==> src/rtl/tz_rom_arbiter.sv <==
// Purpose: shares the 32x32 timezone ROM between the LCD (L) and UART (U) readers, 1-4 word bursts.
// Latency: grant and first ROM issue in the request cycle; RVALID/RDATA READ_LATENCY+1 cycles after each issue.
// Backpressure: none on the return path; a requester holds REQ/ADDR/LEN until its GNT pulse.
module tz_rom_arbiter #(
  parameter int READ_LATENCY  = 2,
  parameter int PRIORITY_MODE = 0
) (
  input  logic        CLK,
  input  logic        RESET,
  input  logic        L_REQ,
  input  logic [4:0]  L_ADDR,
  input  logic [1:0]  L_LEN,
  output logic        L_GNT,
  output logic        L_RVALID,
  input  logic        U_REQ,
  input  logic [4:0]  U_ADDR,
  input  logic [1:0]  U_LEN,
  output logic        U_GNT,
  output logic        U_RVALID,
  output logic        RLAST,
  output logic [31:0] RDATA,
  output logic        MEM_EN,
  output logic        MEM_REGCE,
  output logic [4:0]  MEM_ADDR,
  input  logic [31:0] MEM_DATA
);

  typedef enum logic {
    IDLE  = 1'b0,
    BURST = 1'b1
  } state_t;

  state_t      state_q, state_d;
  logic        owner_q, owner_d;      // 0 = L, 1 = U
  logic [4:0]  addr_q, addr_d;        // next word address of the running burst
  logic [1:0]  cnt_q, cnt_d;          // words still to issue in the running burst
  logic        favor_u_q, favor_u_d;  // round-robin pointer: 1 when U wins the next tie
  logic [4:0]  mem_addr_q;            // last address driven, held while idle

  logic        issue_vld;
  logic        issue_own;
  logic        issue_last;
  logic [4:0]  issue_addr;
  logic        pick_u;
  logic [1:0]  win_len;
  logic        l_gnt;
  logic        u_gnt;

  // Tag pipeline: stage 0 is the current issue, stage READ_LATENCY lines up with MEM_DATA.
  logic [READ_LATENCY:1] vld_q, own_q, last_q;
  logic [READ_LATENCY:0] vld_s, own_s, last_s;

  logic        l_rvalid_q;
  logic        u_rvalid_q;
  logic        rlast_q;
  logic [31:0] rdata_q;

  // Arbitration and burst sequencing: decides this cycle's ROM issue and the next FSM state.
  always_comb begin
    state_d    = state_q;
    owner_d    = owner_q;
    addr_d     = addr_q;
    cnt_d      = cnt_q;
    favor_u_d  = favor_u_q;
    issue_vld  = 1'b0;
    issue_own  = owner_q;
    issue_last = 1'b0;
    issue_addr = mem_addr_q;
    pick_u     = 1'b0;
    win_len    = 2'd0;
    l_gnt      = 1'b0;
    u_gnt      = 1'b0;
    // A grant in the reset cycle would be lost with the flushed pipeline, so none is given.
    if (!RESET) begin
      case (state_q)
        IDLE: begin
          if (L_REQ || U_REQ) begin
            if (L_REQ && U_REQ) begin
              pick_u = (PRIORITY_MODE == 0) && favor_u_q;
            end else begin
              pick_u = U_REQ;
            end
            l_gnt      = !pick_u;
            u_gnt      = pick_u;
            favor_u_d  = !pick_u;
            win_len    = pick_u ? U_LEN : L_LEN;
            issue_vld  = 1'b1;
            issue_own  = pick_u;
            issue_addr = pick_u ? U_ADDR : L_ADDR;
            issue_last = (win_len == 2'd0);
            owner_d    = pick_u;
            addr_d     = issue_addr + 5'd1;
            cnt_d      = win_len;
            if (win_len != 2'd0) begin
              state_d = BURST;
            end
          end
        end
        BURST: begin
          issue_vld  = 1'b1;
          issue_own  = owner_q;
          issue_addr = addr_q;
          issue_last = (cnt_q == 2'd1);
          addr_d     = addr_q + 5'd1;
          cnt_d      = cnt_q - 2'd1;
          if (cnt_q == 2'd1) begin
            state_d = IDLE;
          end
        end
        default: state_d = IDLE;
      endcase
    end
  end

  // FSM, burst bookkeeping and held ROM address registers.
  always_ff @(posedge CLK) begin
    if (RESET) begin
      state_q    <= IDLE;
      owner_q    <= 1'b0;
      addr_q     <= 5'd0;
      cnt_q      <= 2'd0;
      favor_u_q  <= 1'b0;
      mem_addr_q <= 5'd0;
    end else begin
      state_q   <= state_d;
      owner_q   <= owner_d;
      addr_q    <= addr_d;
      cnt_q     <= cnt_d;
      favor_u_q <= favor_u_d;
      if (issue_vld) begin
        mem_addr_q <= issue_addr;
      end
    end
  end

  assign vld_s  = {vld_q, issue_vld};
  assign own_s  = {own_q, issue_own};
  assign last_s = {last_q, issue_last};

  // Shift the owner/last tags alongside the ROM's internal pipeline.
  always_ff @(posedge CLK) begin
    if (RESET) begin
      vld_q  <= '0;
      own_q  <= '0;
      last_q <= '0;
    end else begin
      vld_q  <= vld_s[READ_LATENCY-1:0];
      own_q  <= own_s[READ_LATENCY-1:0];
      last_q <= last_s[READ_LATENCY-1:0];
    end
  end

  // Capture returning ROM words and steer the valid to the owning requester.
  always_ff @(posedge CLK) begin
    if (RESET) begin
      l_rvalid_q <= 1'b0;
      u_rvalid_q <= 1'b0;
      rlast_q    <= 1'b0;
      rdata_q    <= 32'd0;
    end else begin
      l_rvalid_q <= vld_s[READ_LATENCY] & ~own_s[READ_LATENCY];
      u_rvalid_q <= vld_s[READ_LATENCY] &  own_s[READ_LATENCY];
      rlast_q    <= vld_s[READ_LATENCY] &  last_s[READ_LATENCY];
      if (vld_s[READ_LATENCY]) begin
        rdata_q <= MEM_DATA;
      end
    end
  end

  assign L_GNT     = l_gnt;
  assign U_GNT     = u_gnt;
  assign MEM_EN    = issue_vld;
  assign MEM_ADDR  = issue_addr;
  // Output register only needs enabling the cycle before its word is consumed.
  assign MEM_REGCE = vld_s[READ_LATENCY-1];
  assign L_RVALID  = l_rvalid_q;
  assign U_RVALID  = u_rvalid_q;
  assign RLAST     = rlast_q;
  assign RDATA     = rdata_q;

endmodule

==> config.mk <==
export PLATFORM = sky130hd
export DESIGN_NAME = tz_rom_arbiter
export DESIGN_NICKNAME = d
export VERILOG_FILES = /design/src/rtl/tz_rom_arbiter.sv
export SDC_FILE = /design/constraint.sdc
export NUM_CORES = 1
export LEC_CHECK = 0
export ABC_CLOCK_PERIOD_IN_PS = 2900
export CAP_MARGIN = 20
export CORE_MARGIN = 2
export CORE_UTILIZATION = 44
export CTS_CLUSTER_SIZE = 8
export DETAILED_ROUTE_END_ITERATION = 10
export PLACE_DENSITY = 0.82
export SYNTH_ARGS = -nofsm -noshare
export SYNTH_HDL_FRONTEND = slang
export SYNTH_SLANG_ARGS = --single-unit
==> constraint.sdc <==
create_clock -name CLK -period 2.9 [get_ports CLK]
set_input_delay 0.58 -clock CLK [delete_from_list [all_inputs] [get_ports CLK]]
set_output_delay 0.58 -clock CLK [all_outputs]
set_load 0.02 [all_outputs]
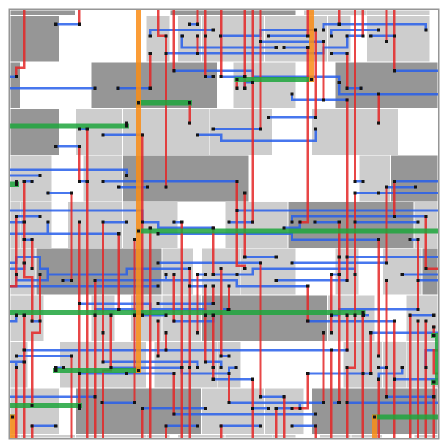
run_1/closeup.png
Region (27, 27) to (52, 52) µm. Cells in grey, sequential cells in the stronger grey; small squares are vias.
colour	layer
orange	M4
blue	M1
red	M2
green	M3
cells with their middle in the window	48
netlist names of flops here include	RDATA (2), addr_q (2)
sequential cells in the window	8
most frequent	dfxtp_1 (8), nor2_1 (5)

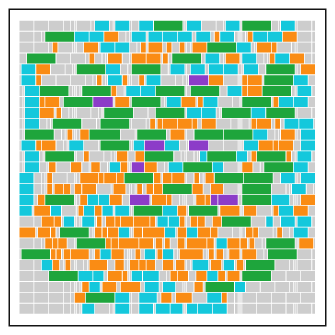
run_1/class_map.png
Drawn at 4 px/µm. Fill, decap, tap and diode cells in grey.
colour	class	cells	share of their area
green	registers	56	31%
orange	remaining logic cells	188	35%
cyan	remaining buffers and delay cells	121	31%
purple	clock drivers and dummy loads	8	2.7%

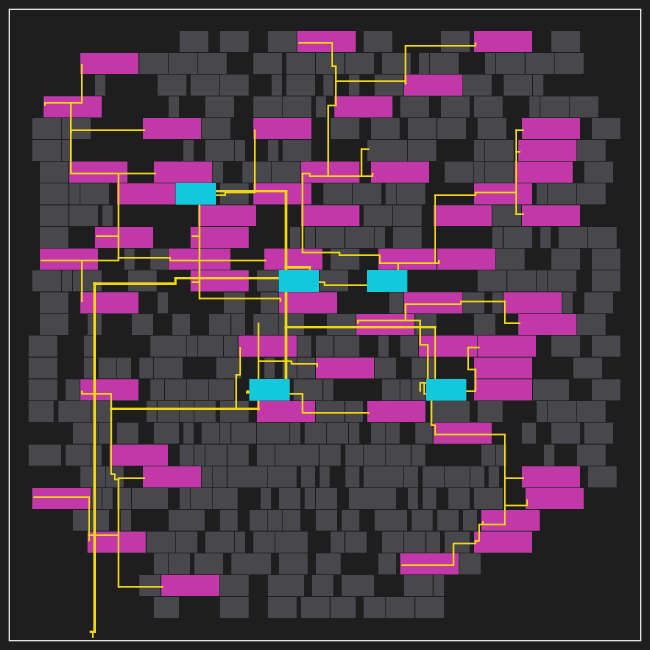
run_1/clock_wires.png
Drawn at 8 px/µm.
[cyan] clock-net drivers | count: 5
[yellow] clock wires | length: 619 µm
[magenta] flip-flops | count: 56
flops lie	widely spread
Fin Clk Skew: 0.00499 ns
Late-Pin Clk Latency: 0.31 ns

==> impl_metrics.yaml, run 1 <==
# yosys + openroad results
final_layout:
  drive_above_1_share_pct: 14.5
  fillerInstances: 437
  layout_top_cells: "clkdlybuf4s50_1, dfxtp_1, nor2_1"
  nets: 424
  design_area_um2: 3710
  stdcell_count: 445
synth:
  syn_avg_cell_area_um2: 9.38
  seq_area_frac_synth_pct: 45.6
  edf_count: 0
  syn_nets: 314
  yosys_area_um2: 2460
  simple_gate_share_pct: 19.6
  netlist_logic_family_top: "simple AND/OR/NAND/NOR gates"
  yosys_cells: 262
  ys_ff: 56
clock_network:
  clk_path_buf_depth: 2
  clockRootBuffer: "clkbuf_8"
  cts_tree: "yes"
  htreeDepth: 2
  numCtsBuffers: 5
die:
  dieHeight_um: 78.8
  rows: 27
  core_um2: 5440
  ios: 94
  floorplan.core_util_pct: 45.2
drt:
  drc: 0
  ant_nets: 0
  vias: 2364
  finalWirelength_mm: 6.65
  viasPerCell: 5.31
  wire_per_inst_um: 14.9
  dr.pass1.iters: 4
critical_path:
  reg2reg_from: "favor_u_q"
  r2r_setup_slack_ns: 0.48
  critPathMaxFanout: 2
  cp-start-kind: "primary input"
  setup.worst_path.end_class: "output pin"
  worstSetupStartpoint: "U_ADDR[0]"
  reg2regPathDepth: 11
  cpPeakStageDelay_ns: 0.40
  required_ns: 2.32
  crit_slowest_cell: "clkdlybuf4s50_1"
  path_class: "in2out"
power_and_ir_drop:
  clkPwrFrac_pct: 24.8
  sequentialPowerShare_pct: 48.6
  combPwrFrac_pct: 26.6
  swShare_pct: 29.4
  power_leakage_nw: 1.51
global_routing:
  grt_max_degree: 36
  track_usage_pct: 21.8
  grt_pass1_wl_mm: 10.8
  grt_pass1_vias: 2327
  antenna_found_initial: 0
placed_design:
  dpl.cell_count: 437
timing:
  relSlewSlack_pct: 32.6
  rsz0062_at_grt: "no"
  fmax_mhz: 368
  hold_viol: 0
  setup_viol: 0
  drv_slew: 0
hold_path:
  hp-start: "own_q[2]"
  hold-path-endpoint: "L_RVALID"
  hold_path_depth: 1
outcome:
  outcome: "completed"
## run 1: flip-flops by register name, summed over array words and instances (netlist names)
name,cells
U_RVALID,1
owner_q,1
cnt_q,2
favor_u_q,1
last_q,2
vld_q,2
mem_addr_q,5
state_q,1
own_q,2
L_RVALID,1
addr_q,5
RLAST,1
RDATA,32
## run 1: cells by family after synthesis
kind of cell | after synthesis
buf+inv | 20
mux | 40
simple gates | 96
fa+ha+maj | 2
flops | 56
compound gates | 48
## run 1: critical path: cells and delay by family
family	cells	cell delay, ns
compound gates	2	0.55
buf+inv	2	0.71
simple gates	2	0.29
## run 1: worst max path at each step
stage | endpoint | slack [ns] | depth (start not counted)
4_1_cts | MEM_ADDR[1] | 0.05 | 7
6_report | MEM_ADDR[0] | 0.18 | 6
3_5_place_dp | MEM_ADDR[0] | -0.45 | 7
3_3_place_gp | MEM_ADDR[0] | -0.35 | 7
2_1_floorplan | addr_q[4] | 0.43 | 10
5_1_grt | MEM_ADDR[0] | 0.09 | 7
## run 1: Yosys cell counts, drive strengths merged (2+ instances only)
cell	instances	area share (%)
nand2	16	2.7
nand4	2	0.51
and3b	2	0.71
and2	3	0.76
mux2	4	2.0
ha	2	1.0
nor3	4	0.81
and3	2	0.56
o21ai	8	1.6
a31oi	4	1.0
mux2i	36	15
a21oi	14	2.8
dfxtp	56	46
nand3b	2	0.61
or2	2	0.51
nor2	45	6.9
or3	2	0.51
inv	2	0.31
nand3	4	0.81
a211oi	2	0.81
nand2b	3	1.1
buf	8	1.8
a211o	2	0.71
o32ai	2	0.71
o2111ai	3	1.1
o311ai	2	1.0
nor2b	5	1.6
clkbuf	10	1.5
a22oi	2	0.61
## run 1: per-stage QoR
stage	util [%]	total power [W]	setup TNS [ns]	setup WS, ns	hold WS [ns]
after floorplan	-	0.00114	0	0.432	0.388
after global placement	66.3	0.00137	-2.06	-0.353	0.392
after detailed placement	66.3	0.00138	-2.63	-0.447	0.415
after CTS	68.0	0.00182	0	0.0486	0.431
after global routing	68.2	0.00189	0	0.0888	0.438
final	68.2	0.00181	0	0.180	0.432
## run 1: power by group through the flow
stage | registers, W | logic, W | clock network [W]
3_5_place_dp | 0.000897 | 0.000486 | 0
4_1_cts | 0.000879 | 0.000481 | 0.000457
2_1_floorplan | 0.000902 | 0.000240 | 0
6_report | 0.000880 | 0.000482 | 0.000449
3_3_place_gp | 0.000894 | 0.000475 | 0
5_1_grt | 0.000888 | 0.000523 | 0.000481
## run 1: metal layers
layer	up-vias	part of all wire, %	track usage (%)
li1	1152	-	-
met5	-	0	0
met4	0	2.4	8.07
met2	78	50	37.3
met1	1120	42	27.1
met3	14	5.9	4.32
## run 1: cell type report
| type | count | area [µm²] | area share, % |
|---|---|---|---|
| Timing Repair Buffer | 121 | 1130 | 30.6 |
| Clock inverter | 2 | 13.8 | 0.371 |
| Sequential cell | 56 | 1120 | 30.3 |
| Tap cell | 72 | 90.1 | 2.43 |
| Inverter | 2 | 7.51 | 0.202 |
| Multi-Input combinational cell | 186 | 1260 | 33.9 |
| Clock buffer | 6 | 82.6 | 2.23 |
## run 1: timing repair
action                     4_1_cts  5_1_grt
resized                         11        7
setup endpoints to repair        8        3
hold buffers                     0        0
==> inputs of run 2 (changes only) <==
--- a/config.mk
+++ b/config.mk
@@ -12,6 +12,8 @@
 export CTS_CLUSTER_SIZE = 8
 export DETAILED_ROUTE_END_ITERATION = 10
 export PLACE_DENSITY = 0.82
+export REMOVE_ABC_BUFFERS = 1
 export SYNTH_ARGS = -nofsm -noshare
 export SYNTH_HDL_FRONTEND = slang
 export SYNTH_SLANG_ARGS = --single-unit
+export TNS_END_PERCENT = 100
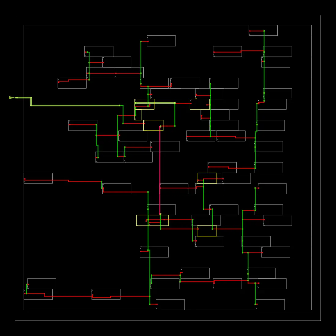
run_2/clock_nets.png
P_clk: 0.000442 W
Flops: 56
Fin Clk Skew: 0.00405 ns

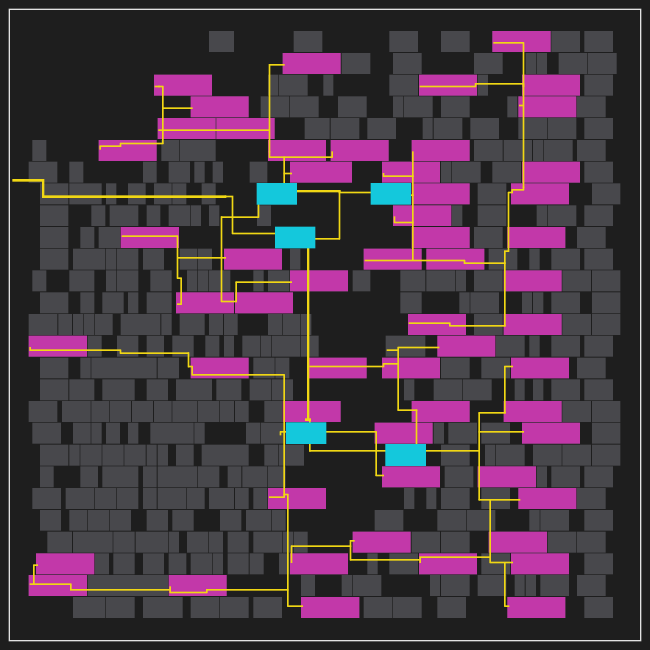
run_2/clock_wires.png
Drawn at 8 px/µm.
[magenta] flip-flops | count: 56
[cyan] clock-net drivers | count: 5
[yellow] clock wires | length: 570 µm
routed clock nets	6
Late-Pin Clk Latency: 0.30 ns
clock share of power: 24.4%

==> run 2 against run 1 <==
  * Die area is the same
  * Worst setup slack lost 0.096 ns
  * Flip-flop count is the same
  * Combinational power grew 1%
  * Clock power shrank 2%
  * Largest power group unchanged
  * Design area grew 0.57%
  * Final cell count grew 0.22%
  * Largest cell class unchanged
  * Register-to-register slack lost 0.11 ns
  * Critical endpoint is now MEM_EN
==> impl_metrics.yaml, run 2 <==
# yosys + openroad results
hold_path:
  hp-start: "own_q[2]"
global_routing:
  grt_pass1_wl_mm: 9.83
  grt_max_degree: 36
  antenna_found_initial: 0
  track_usage_pct: 19.4
  grt_pass1_vias: 2244
critical_path:
  reg2reg_from: "favor_u_q"
  cp-start-kind: "primary input"
  crit_slowest_cell: "clkdlybuf4s50_1"
  critPathMaxFanout: 9
  crit_buf_inv: 5
  setup.worst_path.end_class: "output pin"
  path_class: "in2out"
  cp_top_family: "buffers and inverters"
  worstSetupStartpoint: "L_REQ"
  cpPeakStageDelay_ns: 0.42
  required_ns: 2.32
drt:
  dr.pass1.iters: 4
  ant_nets: 0
  finalWirelength_mm: 6.05
  drc: 0
  wire_per_inst_um: 13.6
  vias: 2313
  viasPerCell: 5.19
final_layout:
  stdcell_count: 446
  nets: 425
  layout_top_cells: "clkdlybuf4s50_1, dfxtp_1, nor2_1"
  drive_above_1_share_pct: 16.6
  postLayoutCoreUtil_pct: 68.6
  largest_register_ffs: 32
  fillerInstances: 437
synth:
  seq_area_frac_synth_pct: 45.6
  edf_count: 0
  area_leaders: "dfxtp_1, mux2i_1, nor2_1"
  yosys_area_um2: 2460
  syn_avg_cell_area_um2: 9.38
  ys_ff: 56
  synthArstFlopShare_pct: 0
  top_area_share_pct: 45.6
  yosys-top-cells-count: "dfxtp_1, nor2_1, mux2i_1"
  synth.most_common_cell: "dfxtp_1"
  yosys_cells: 262
  top_area_cell: "dfxtp_1"
placed_design:
  port_buffers: 93
  place_congestion: 0.854
  dpl.cell_count: 438
  pre_cts_ws_ns: -0.319
  place_hpwl_mm: 4.54
power_and_ir_drop:
  power_leakage_nw: 1.49
  sequentialPowerShare_pct: 48.6
  vdd_drop_max_v: 0.000229
  totalPowerFinal_w: 0.00181
  swShare_pct: 29.1
  combPwrFrac_pct: 26.9
die:
  rows: 27
  core_um2: 5440
  ios: 94
  die_area_um2: 6200
  floorplan.core_util_pct: 45.2
  dieHeight_um: 78.8
timing:
  hold_viol: 0
  setup_viol: 0
  fmax_mhz: 355
  drv_slew: 0
  setup_ws_ns: 0.0846
  relSlewSlack_pct: 33.0
  setup_tns_ns: 0
clock_network:
  clockRootBuffer: "clkbuf_8"
  numCtsBuffers: 5
  clk_path_buf_depth: 2
  htreeDepth: 2
  postCtsSetupBuffers: 0
  cts_tree: "yes"
  holdBufCountCts: 0
outcome:
  outcome: "completed"
-- run 2: path summary, 6_finish.rpt --
path / endpoint / slack [ns] / cells past startpoint
worst max-delay path: MEM_EN / 0.08 / 8
worst min-delay path: L_RVALID / 0.41 / 1
worst max register to register: addr_q[4] / 0.37 / 11
worst min register to register: L_RVALID / 0.41 / 1
-- run 2: kinds of logic (layout without fill, tap and decap cells) --
kind of cell / count (synthesis) / in the layout / share of synthesized area (%)
simple gates: 96 / 96 / 19.6
flops: 56 / 56 / 45.6
compound gates: 48 / 48 / 13.5
mux: 40 / 40 / 16.6
buf+inv: 20 / 132 / 3.61
fa+ha+maj: 2 / 2 / 1.02
-- run 2: worst register-to-register path, cell delays in order (launching register included) --
cell and delay (ns):
dfxtp_1 0.47, nand2b_4 0.18, buf_4 0.14, nand2_4 0.08, mux2i_4 0.19, a21oi_1 0.19
ha_1 0.21, nand2b_1 0.08, or4b_4 0.52, o311ai_2 0.09, o2111ai_1 0.14, a31oi_1 0.16
-- run 2: timing repair --
| action | in CTS | in global routing |
|---|---|---|
| gates resized | 16 | 14 |
| endpoints found under the hold margin | 0 | 0 |
| endpoints found under the setup margin | 7 | 7 |
| pin swaps | 0 | 1 |
-- run 2: power by group through the flow --
stage / registers [W] / clock network (W) / logic (W)
floorplan: 0.000921 / 0 / 0.000201
global placement: 0.000894 / 0 / 0.000475
detailed placement: 0.000896 / 0 / 0.000486
CTS: 0.000879 / 0.000460 / 0.000485
global route: 0.000889 / 0.000500 / 0.000524
finish: 0.000880 / 0.000442 / 0.000487
-- run 2: cell type report --
class	count	area (µm²)	share of cell area (%)
Clock buffer	6	82.6	2.21
Tap cell	72	90.1	2.42
Inverter	2	7.51	0.201
Clock inverter	2	13.8	0.369
Sequential cell	56	1120	30.1
Multi-Input combinational cell	186	1290	34.6
Timing Repair Buffer	122	1120	30.1
-- run 2: stage by stage --
| stage | cell area [µm²] | hold slack, ns |
|---|---|---|
| after global placement | 3610 | 0.392 |
| after floorplan | 2380 | 0.388 |
| after CTS | 3720 | 0.416 |
| final | 3730 | 0.412 |
| after global routing | 3730 | 0.427 |
| after detailed placement | 3610 | 0.400 |
-- run 2: metal layers --
layer  vias to the layer above  share of wire (%)  GRT usage (%)
met5                         -                  0              0
met4                         0               0.56           5.44
met3                         4                7.0           3.75
met2                        85                 47           34.7
met1                      1071                 45           23.7
li1                       1153                  -              -
==> inputs of run 3 (changes only) <==
--- a/config.mk
+++ b/config.mk
@@ -5,7 +5,6 @@
 export SDC_FILE = /design/constraint.sdc
 export NUM_CORES = 1
 export LEC_CHECK = 0
-export ABC_CLOCK_PERIOD_IN_PS = 2900
 export CAP_MARGIN = 20
 export CORE_MARGIN = 2
 export CORE_UTILIZATION = 44
==> constraint.sdc (replaced) <==
create_clock -name CLK -period 3.1 [get_ports CLK]
set_input_delay 0.62 -clock CLK [delete_from_list [all_inputs] [get_ports CLK]]
set_output_delay 0.62 -clock CLK [all_outputs]
set_load 0.02 [all_outputs]
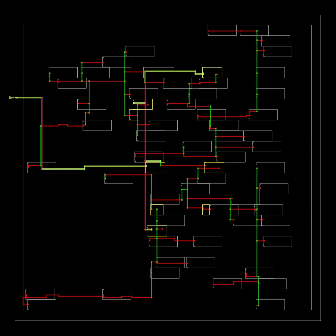
run_3/clock_nets.png
Num CTS Buffers: 5
Late-Pin Clk Latency: 0.31 ns
# clk buffers: 5
clock sink total: 56

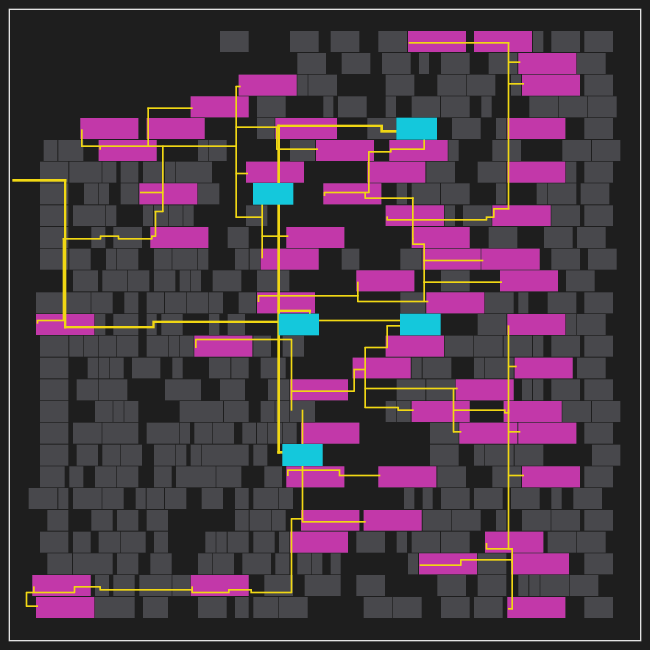
run_3/clock_wires.png
Drawn at 8 px/µm.
[cyan] clock-net drivers | count: 5
[yellow] clock wires | length: 616 µm
[magenta] flip-flops | count: 56
routed clock nets	6

==> run 3 against run 2 <==
  * Sequential power decreased by 6.5%
  * Utilization decreased by 0.67 points
  * Synthesized cell count unchanged
  * Combinational power decreased by 8.8%
  * Synthesized area unchanged
  * Via count decreased by 1.9%
  * Sequential share of layout area increased by 0.30 points
==> impl_metrics.yaml, run 3 <==
# yosys + openroad results
synth:
  yosys_area_um2: 2460
  ys_ff: 56
  yosys-top-cells-count: "dfxtp_1, nor2_1, mux2i_1"
  synthArstFlopShare_pct: 0
  synth.most_common_cell: "dfxtp_1"
  seq_area_frac_synth_pct: 45.6
  yosys_cells: 262
  syn_avg_cell_area_um2: 9.38
  top_area_share_pct: 45.6
  top_area_cell: "dfxtp_1"
timing:
  fin_skew_ns: 0.00505
  hold_viol: 0
  setup_ws_ns: 0.0495
  worst_slew_pin_slew_ns: 0.990
  drv_slew: 0
  rsz0062_at_grt: "no"
  setup_viol: 0
hold_path:
  hold-path-endpoint: "L_RVALID"
  hp-start: "own_q[2]"
  hold_path_depth: 1
global_routing:
  grt_pass1_vias: 2139
  track_usage_pct: 20.4
  grt_max_degree: 36
final_layout:
  logic_area_um2: 1250
  layout_top_cells: "clkdlybuf4s50_1, dfxtp_1, nor2_1"
  stdcell_count: 445
  largest_register_ffs: 32
  ff_latch_area_um2: 1120
  fillerInstances: 443
critical_path:
  r2r_setup_slack_ns: 0.52
  reg2reg_to: "addr_q[4]"
  setup.worst_path.end_class: "output pin"
  critPathMaxFanout: 6
  reg2reg_from: "favor_u_q"
  path_class: "in2out"
  required_ns: 2.48
die:
  core_um2: 5440
  floorplan.core_util_pct: 45.2
  ios: 94
  die_area_um2: 6200
  dieHeight_um: 78.8
power_and_ir_drop:
  power_leakage_nw: 1.49
drt:
  vias: 2269
  ant_nets: 0
  finalWirelength_mm: 6.13
  viasPerCell: 5.10
  drc: 0
  dr.pass1.iters: 4
placed_design:
  place_congestion: 0.853
  pre_cts_ws_ns: -0.284
  place_hpwl_mm: 4.71
  dpl.cell_count: 437
outcome:
  outcome: "completed"
clock_network:
  cts_tree: "yes"
  holdBufCountCts: 0
  htreeDepth: 2
  clk_path_buf_depth: 2
  clockRootBuffer: "clkbuf_8"
run 3: cell counts after synthesis:
No cell type changed its count.
run 3: worst max-delay path by stage:
stage                      from  slack [ns]  cells after the start          end
final                     U_REQ        0.05                      6       MEM_EN
after global routing      U_REQ       0.001                      6       MEM_EN
after CTS                 U_REQ        0.02                      7  MEM_ADDR[4]
after detailed placement  L_REQ       -0.28                      7  MEM_ADDR[0]
after global placement    L_REQ       -0.22                      7  MEM_ADDR[0]
after floorplan           U_REQ        0.63                      5  MEM_ADDR[2]
run 3: routing by layer:
metal	share of wire (%)	vias up	track usage, %
li1	-	1149	-
met1	46	1034	26.7
met2	46	78	33.8
met3	6.6	8	4.89
met4	1.3	0	5.44
met5	0	-	0
run 3: critical path, cell delays in order:
cell and delay [ns]:
clkdlybuf4s50_1 0.52, or2_2 0.20, nor2_1 0.07, nor2_1 0.24, buf_4 0.17, clkdlybuf4s50_1 0.59
run 3: area by class of cell:
cell class,instances,share of cell area (%)
Multi-Input combinational cell,186,33.9
Timing Repair Buffer,121,30.7
Clock buffer,5,1.86
Sequential cell,56,30.4
Tap cell,72,2.44
Clock inverter,3,0.576
Inverter,2,0.203
run 3: repair_timing:
item,CTS,global route
setup buffers,0,0
endpoints found under the setup margin,6,1
resized,6,1
run 3: metrics by stage:
| step | hold WS, ns | total power, W | setup TNS, ns | instance area, µm² |
|---|---|---|---|---|
| 5_1_grt | 0.425 | 0.00176 | 0 | 3690 |
| 3_5_place_dp | 0.398 | 0.00129 | -1.38 | 3600 |
| 3_3_place_gp | 0.393 | 0.00128 | -0.972 | 3600 |
| 2_1_floorplan | 0.388 | 0.00105 | 0 | 2380 |
| 6_report | 0.414 | 0.00167 | 0 | 3690 |
| 4_1_cts | 0.415 | 0.00169 | 0 | 3690 |
run 3: power breakdown:
group          switching (W)  leakage (nW)  internal (W)  total [W]
Combinational       0.000204         0.985      0.000240   0.000444
Clock               0.000240        0.0445      0.000161   0.000401
Sequential         0.0000495         0.460      0.000774   0.000823
Total               0.000494          1.49       0.00117    0.00167
run 3: logic make-up after synthesis:
family	after synthesis	synth area share, %
compound gates	48	13.5
flops	56	45.6
mux	40	16.6
simple gates	96	19.6
fa+ha+maj	2	1.02
buf+inv	20	3.61
Power is estimated from default activity; no workload was simulated.
